## src/rtl/hex_ascii_tx.sv

```systemverilog
// ============================================================================
// Module   : hex_ascii_tx
// Brief    : Serializes a binary word as uppercase ASCII hex over a
//            valid/ready byte stream, MSB nibble first, optional CR LF.
// Revision : 1.0 - initial release
// ============================================================================
`default_nettype none

module hex_ascii_tx #(
   parameter int WORD_NIBBLES = 8,
   parameter bit SEND_CRLF    = 1'b1
) (
   input  logic                      clk,
   input  logic                      rst,
   input  logic [4*WORD_NIBBLES-1:0] word_in,
   input  logic                      start,
   output logic                      busy,
   output logic [7:0]                byte_out,
   output logic                      byte_valid,
   input  logic                      byte_ready,
   output logic                      done
);

   localparam int C_WORD_W = 4 * WORD_NIBBLES;
   localparam int C_CNT_W  = (WORD_NIBBLES > 1) ? $clog2(WORD_NIBBLES) : 1;
   localparam logic [C_CNT_W-1:0] C_LAST_CNT = C_CNT_W'(WORD_NIBBLES - 1);
   localparam logic [7:0] C_ASCII_CR = 8'h0D;
   localparam logic [7:0] C_ASCII_LF = 8'h0A;

   typedef enum logic [1:0] {
      S_IDLE  = 2'd0,
      S_DIGIT = 2'd1,
      S_CR    = 2'd2,
      S_LF    = 2'd3
   } state_t;

   state_t               r_state;
   logic [C_WORD_W-1:0]  r_shift;
   logic [C_CNT_W-1:0]   r_cnt;
   logic [7:0]           r_byte;
   logic                 r_valid;
   logic                 r_busy;
   logic                 r_done;

   logic                 w_xfer;
   logic [C_WORD_W-1:0]  w_shift_next;

   function automatic logic [7:0] nib2ascii(input logic [3:0] nib);
      if (nib < 4'd10) begin
         return 8'h30 + {4'h0, nib};
      end
      return 8'h37 + {4'h0, nib};
   endfunction

   assign w_xfer       = r_valid & byte_ready;
   assign w_shift_next = r_shift << 4;

   always_ff @(posedge clk) begin
      if (rst) begin
         r_state <= S_IDLE;
         r_shift <= '0;
         r_cnt   <= '0;
         r_byte  <= 8'h00;
         r_valid <= 1'b0;
         r_busy  <= 1'b0;
         r_done  <= 1'b0;
      end else begin
         r_done <= 1'b0;
         case (r_state)
            S_IDLE: begin
               if (start) begin
                  r_shift <= word_in;
                  r_byte  <= nib2ascii(word_in[C_WORD_W-1 -: 4]);
                  r_valid <= 1'b1;
                  r_busy  <= 1'b1;
                  r_cnt   <= '0;
                  r_state <= S_DIGIT;
               end
            end
            S_DIGIT: begin
               if (w_xfer) begin
                  if (r_cnt != C_LAST_CNT) begin
                     // The next digit is the top nibble after this shift.
                     r_shift <= w_shift_next;
                     r_byte  <= nib2ascii(w_shift_next[C_WORD_W-1 -: 4]);
                     r_cnt   <= r_cnt + 1'b1;
                  end else if (SEND_CRLF) begin
                     r_byte  <= C_ASCII_CR;
                     r_state <= S_CR;
                  end else begin
                     r_valid <= 1'b0;
                     r_busy  <= 1'b0;
                     r_done  <= 1'b1;
                     r_state <= S_IDLE;
                  end
               end
            end
            S_CR: begin
               if (w_xfer) begin
                  r_byte  <= C_ASCII_LF;
                  r_state <= S_LF;
               end
            end
            S_LF: begin
               if (w_xfer) begin
                  r_valid <= 1'b0;
                  r_busy  <= 1'b0;
                  r_done  <= 1'b1;
                  r_state <= S_IDLE;
               end
            end
            default: begin
               r_state <= S_IDLE;
               r_valid <= 1'b0;
               r_busy  <= 1'b0;
            end
         endcase
      end
   end

   assign busy       = r_busy;
   assign byte_out   = r_byte;
   assign byte_valid = r_valid;
   assign done       = r_done;

endmodule

`default_nettype wire
```

## config.mk

```make
export PLATFORM = sky130hd
export DESIGN_NAME = hex_ascii_tx
export DESIGN_NICKNAME = d
export VERILOG_FILES = /design/src/rtl/hex_ascii_tx.sv
export SDC_FILE = /design/constraint.sdc
export NUM_CORES = 1
export LEC_CHECK = 0
export ABC_AREA = 1
export CAP_MARGIN = 0
export CORE_MARGIN = 2
export CORE_UTILIZATION = 40
export DETAILED_ROUTE_END_ITERATION = 8
export GPL_ROUTABILITY_DRIVEN = 1
export PLACE_DENSITY = 0.7
export SLEW_MARGIN = 20
export SYNTH_ARGS = -nofsm -noshare
export SYNTH_HDL_FRONTEND = slang
export SYNTH_SLANG_ARGS = --single-unit
export TNS_END_PERCENT = 100
```

## constraint.sdc

```tcl
create_clock -name clk -period 1.71 [get_ports clk]
set_clock_uncertainty 0.1 [all_clocks]
set_input_delay 0.342 -clock clk [delete_from_list [all_inputs] [get_ports clk]]
set_output_delay 0.342 -clock clk [all_outputs]
set_load 0.01 [all_outputs]
```

==> flow_summary.toml, run 1 <==
# yosys + openroad results
[timing]
rsz0062_at_grt = "true"
finalCritPeriodShare_pct = 105.3
fin_tns_setup_ns = -0.3502
period_needed_ns = 1.800
drv_slew = 0
finalSetupViolCount = 16
finalWorstSetupSlack_ns = -0.09023

[final_layout]
n_antenna_cell = 0
seqAreaFraction_pct = 24.51
most-common-layout-cells = "122 x nand2_1, 62 x nor2_1, 45 x clkdlybuf4s50_1"
regArea_sq_um = 845.8
largest_register = "r_shift"

[synthesis]
numSynthFlops = 42
compound_area_share_pct = 12.16
top_area_share_pct = 36.48
synth_seq_share_pct = 36.48
synth-async-reset-ratio_pct = 0
syn_inst = 355
synth_adder_area_share_pct = 4.886
synthDistinctLibCells = 24

[critical_path]
path_buffers = 3
r2r_end = "r_cnt[0]$_SDFFE_PP0P_"
path_cells = "ha_4 > ha_4 > inv_2 > nand2_2 > o21ai_4 > buf_6 > nand3_4 > clkbuf_16 > o21ai_2 > nor2_1"

[outcome]
status = "complete, but fails checks"
violations = "setup timing"

[power_and_ir_drop]
power_clock_w = 0.000688
switching_share_pct = 43.64
power_frac_seq_pct = 22.2
comb_cell_power_w = 0.00522
p_total_w = 0.007590
seq_power_w = 0.00168

[worst_hold_path]
worstHoldStart = "r_shift[1]$_SDFFE_PP0P_"

[clock_tree]
cts_max_level = 2
postCtsResizedCells = 9
clkSinkCount = 42

[job]
cap_violations = 0

[grt]
antenna_found_initial = 0
grt_use_total_pct = 17.69

[floorplanning]
rows = 27
fp_util_pct = 41.60
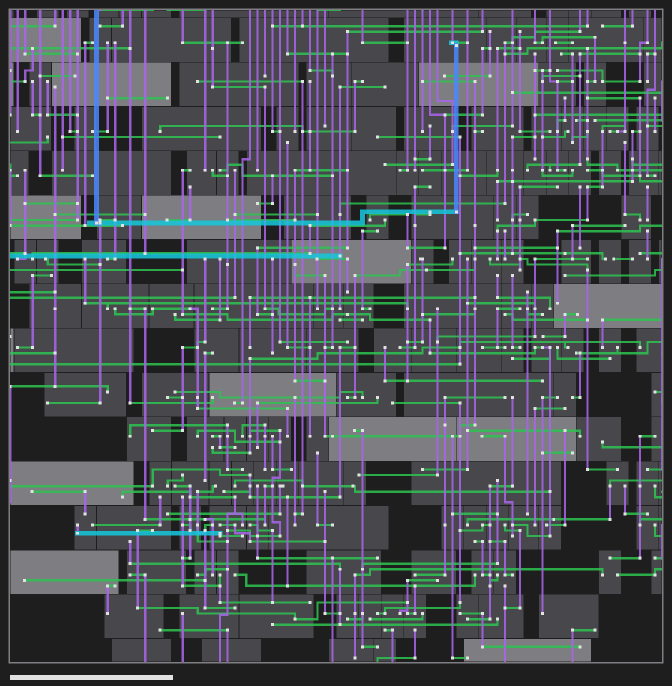
Run 1: close-up of the layout
Scale bar: 10 microns. Window x 20 to 60, y 4 to 44 microns. Cells in grey, sequential cells in the stronger grey; small squares are vias.
| colour | layer |
|---|---|
| cyan | M3 |
| blue | M4 |
| green | M1 |
| purple | M2 |
most frequent: nand2_1 (40), buf_4 (17), nor2_1 (12)
netlist names of flops here include: r_shift (4), r_cnt (3), byte_out (2)
sequential cells in the window: 13
cells with their middle in the window: 152

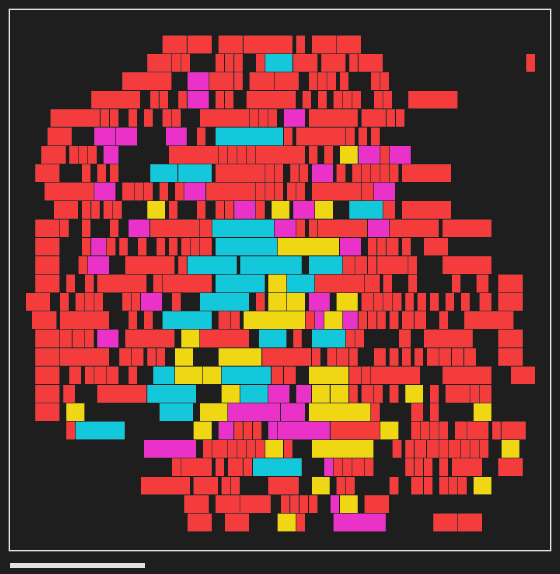
Run 1: cells by drive strength
Scale bar: 20 microns.
| colour | size | cells | most used |
|---|---|---|---|
| red | x1 and smaller | 336 | nand2_1 |
| magenta | x2 | 37 | o21ai_2 |
| cyan | x6 and larger | 23 | buf_12 |
| yellow | x3 and x4 | 34 | buf_4 |

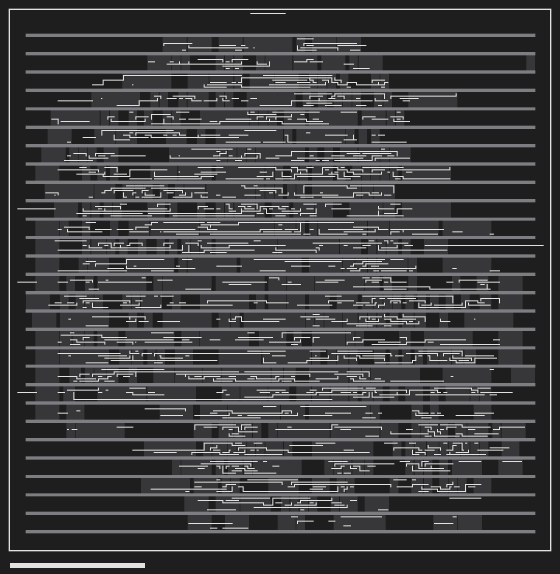
Run 1: metal 1
Scale bar: 20 microns. Supply wires on this layer in grey. Cells faint in the background.
nets with wire on the layer: 418
longest straight run: 38.2 microns
share of all routed wire: 43%
wire length on this layer: 2,790 microns
vias post-DR: 2,466
GR Util met1: 21.07%

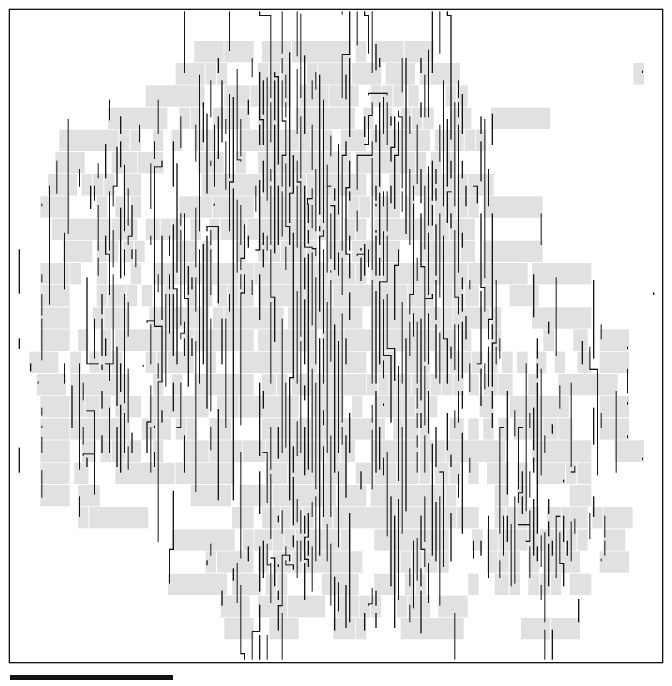
Run 1: met2 routing
Scale bar: 20 microns. Cells faint in the background.
main direction: vertical
longest straight run: 38.1 microns
nets with wire on the layer: 378
wire length on this layer: 3,250 microns

Run 1, routing congestion map:
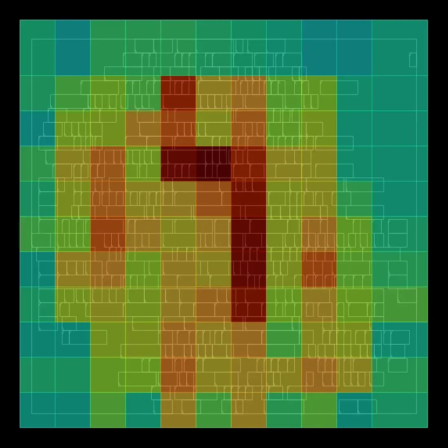

==> run 2, diff against run 1 <==
- PLACE_DENSITY: 0.7 -> 0.73
- RECOVER_POWER: not set -> 50
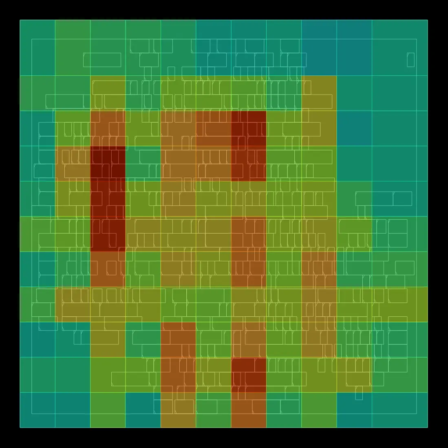
Run 2: routing congestion map
DR WL/cell: 11.06 microns
Global Route met3 Usage: 3.507%
end-of-flow core utilization: 57.61%

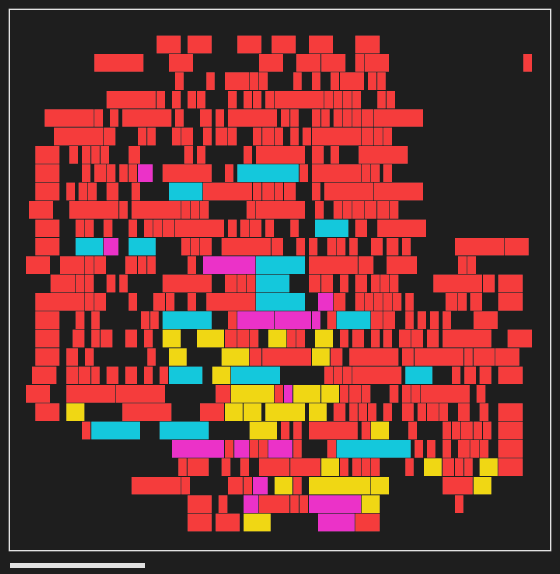
Run 2: cells by drive strength
Scale bar: 20 microns.
| colour | size | cells |
|---|---|---|
| red | x1 and smaller | 360 |
| cyan | x6 and larger | 16 |
| yellow | x3 and x4 | 27 |
| magenta | x2 | 15 |
nonclk buf count: 72
Area Growth Syn to Fin: 38.49%
post-route cell area: 0.003192 sq mm
final setup margin: 0.03659 ns

==> flow_summary.toml, run 2 <==
# yosys + openroad results
[power_and_ir_drop]
power_clock_w = 0.000781
p_total_w = 0.006391
seq_power_w = 0.00166
power_frac_seq_pct = 26.0

[outcome]
status = "finished, final reports clean"

[job]
cap_violations = 0

[critical_path]
path_cells = "inv_1 > ha_2 > inv_1 > o21ai_4 > inv_2 > buf_4 > nor2_4 > nand3_1 > a21oi_1"
r2r_end = "r_cnt[2]$_SDFFE_PP0P_"
path_buffers = 4

[synthesis]
synth_adder_area_share_pct = 4.886
syn_inst = 355
synth-async-reset-ratio_pct = 0
synth_seq_share_pct = 36.48
numSynthFlops = 42

[worst_hold_path]
worstHoldStart = "r_shift[3]$_SDFFE_PP0P_"

[grt]
grtUsageMet1_pct = 19.82

[floorplanning]
rows = 27

[timing]
period_needed_ns = 1.673

[clock_tree]
clkSinkCount = 42

[final_layout]
n_antenna_cell = 0
largest_register = "r_shift"
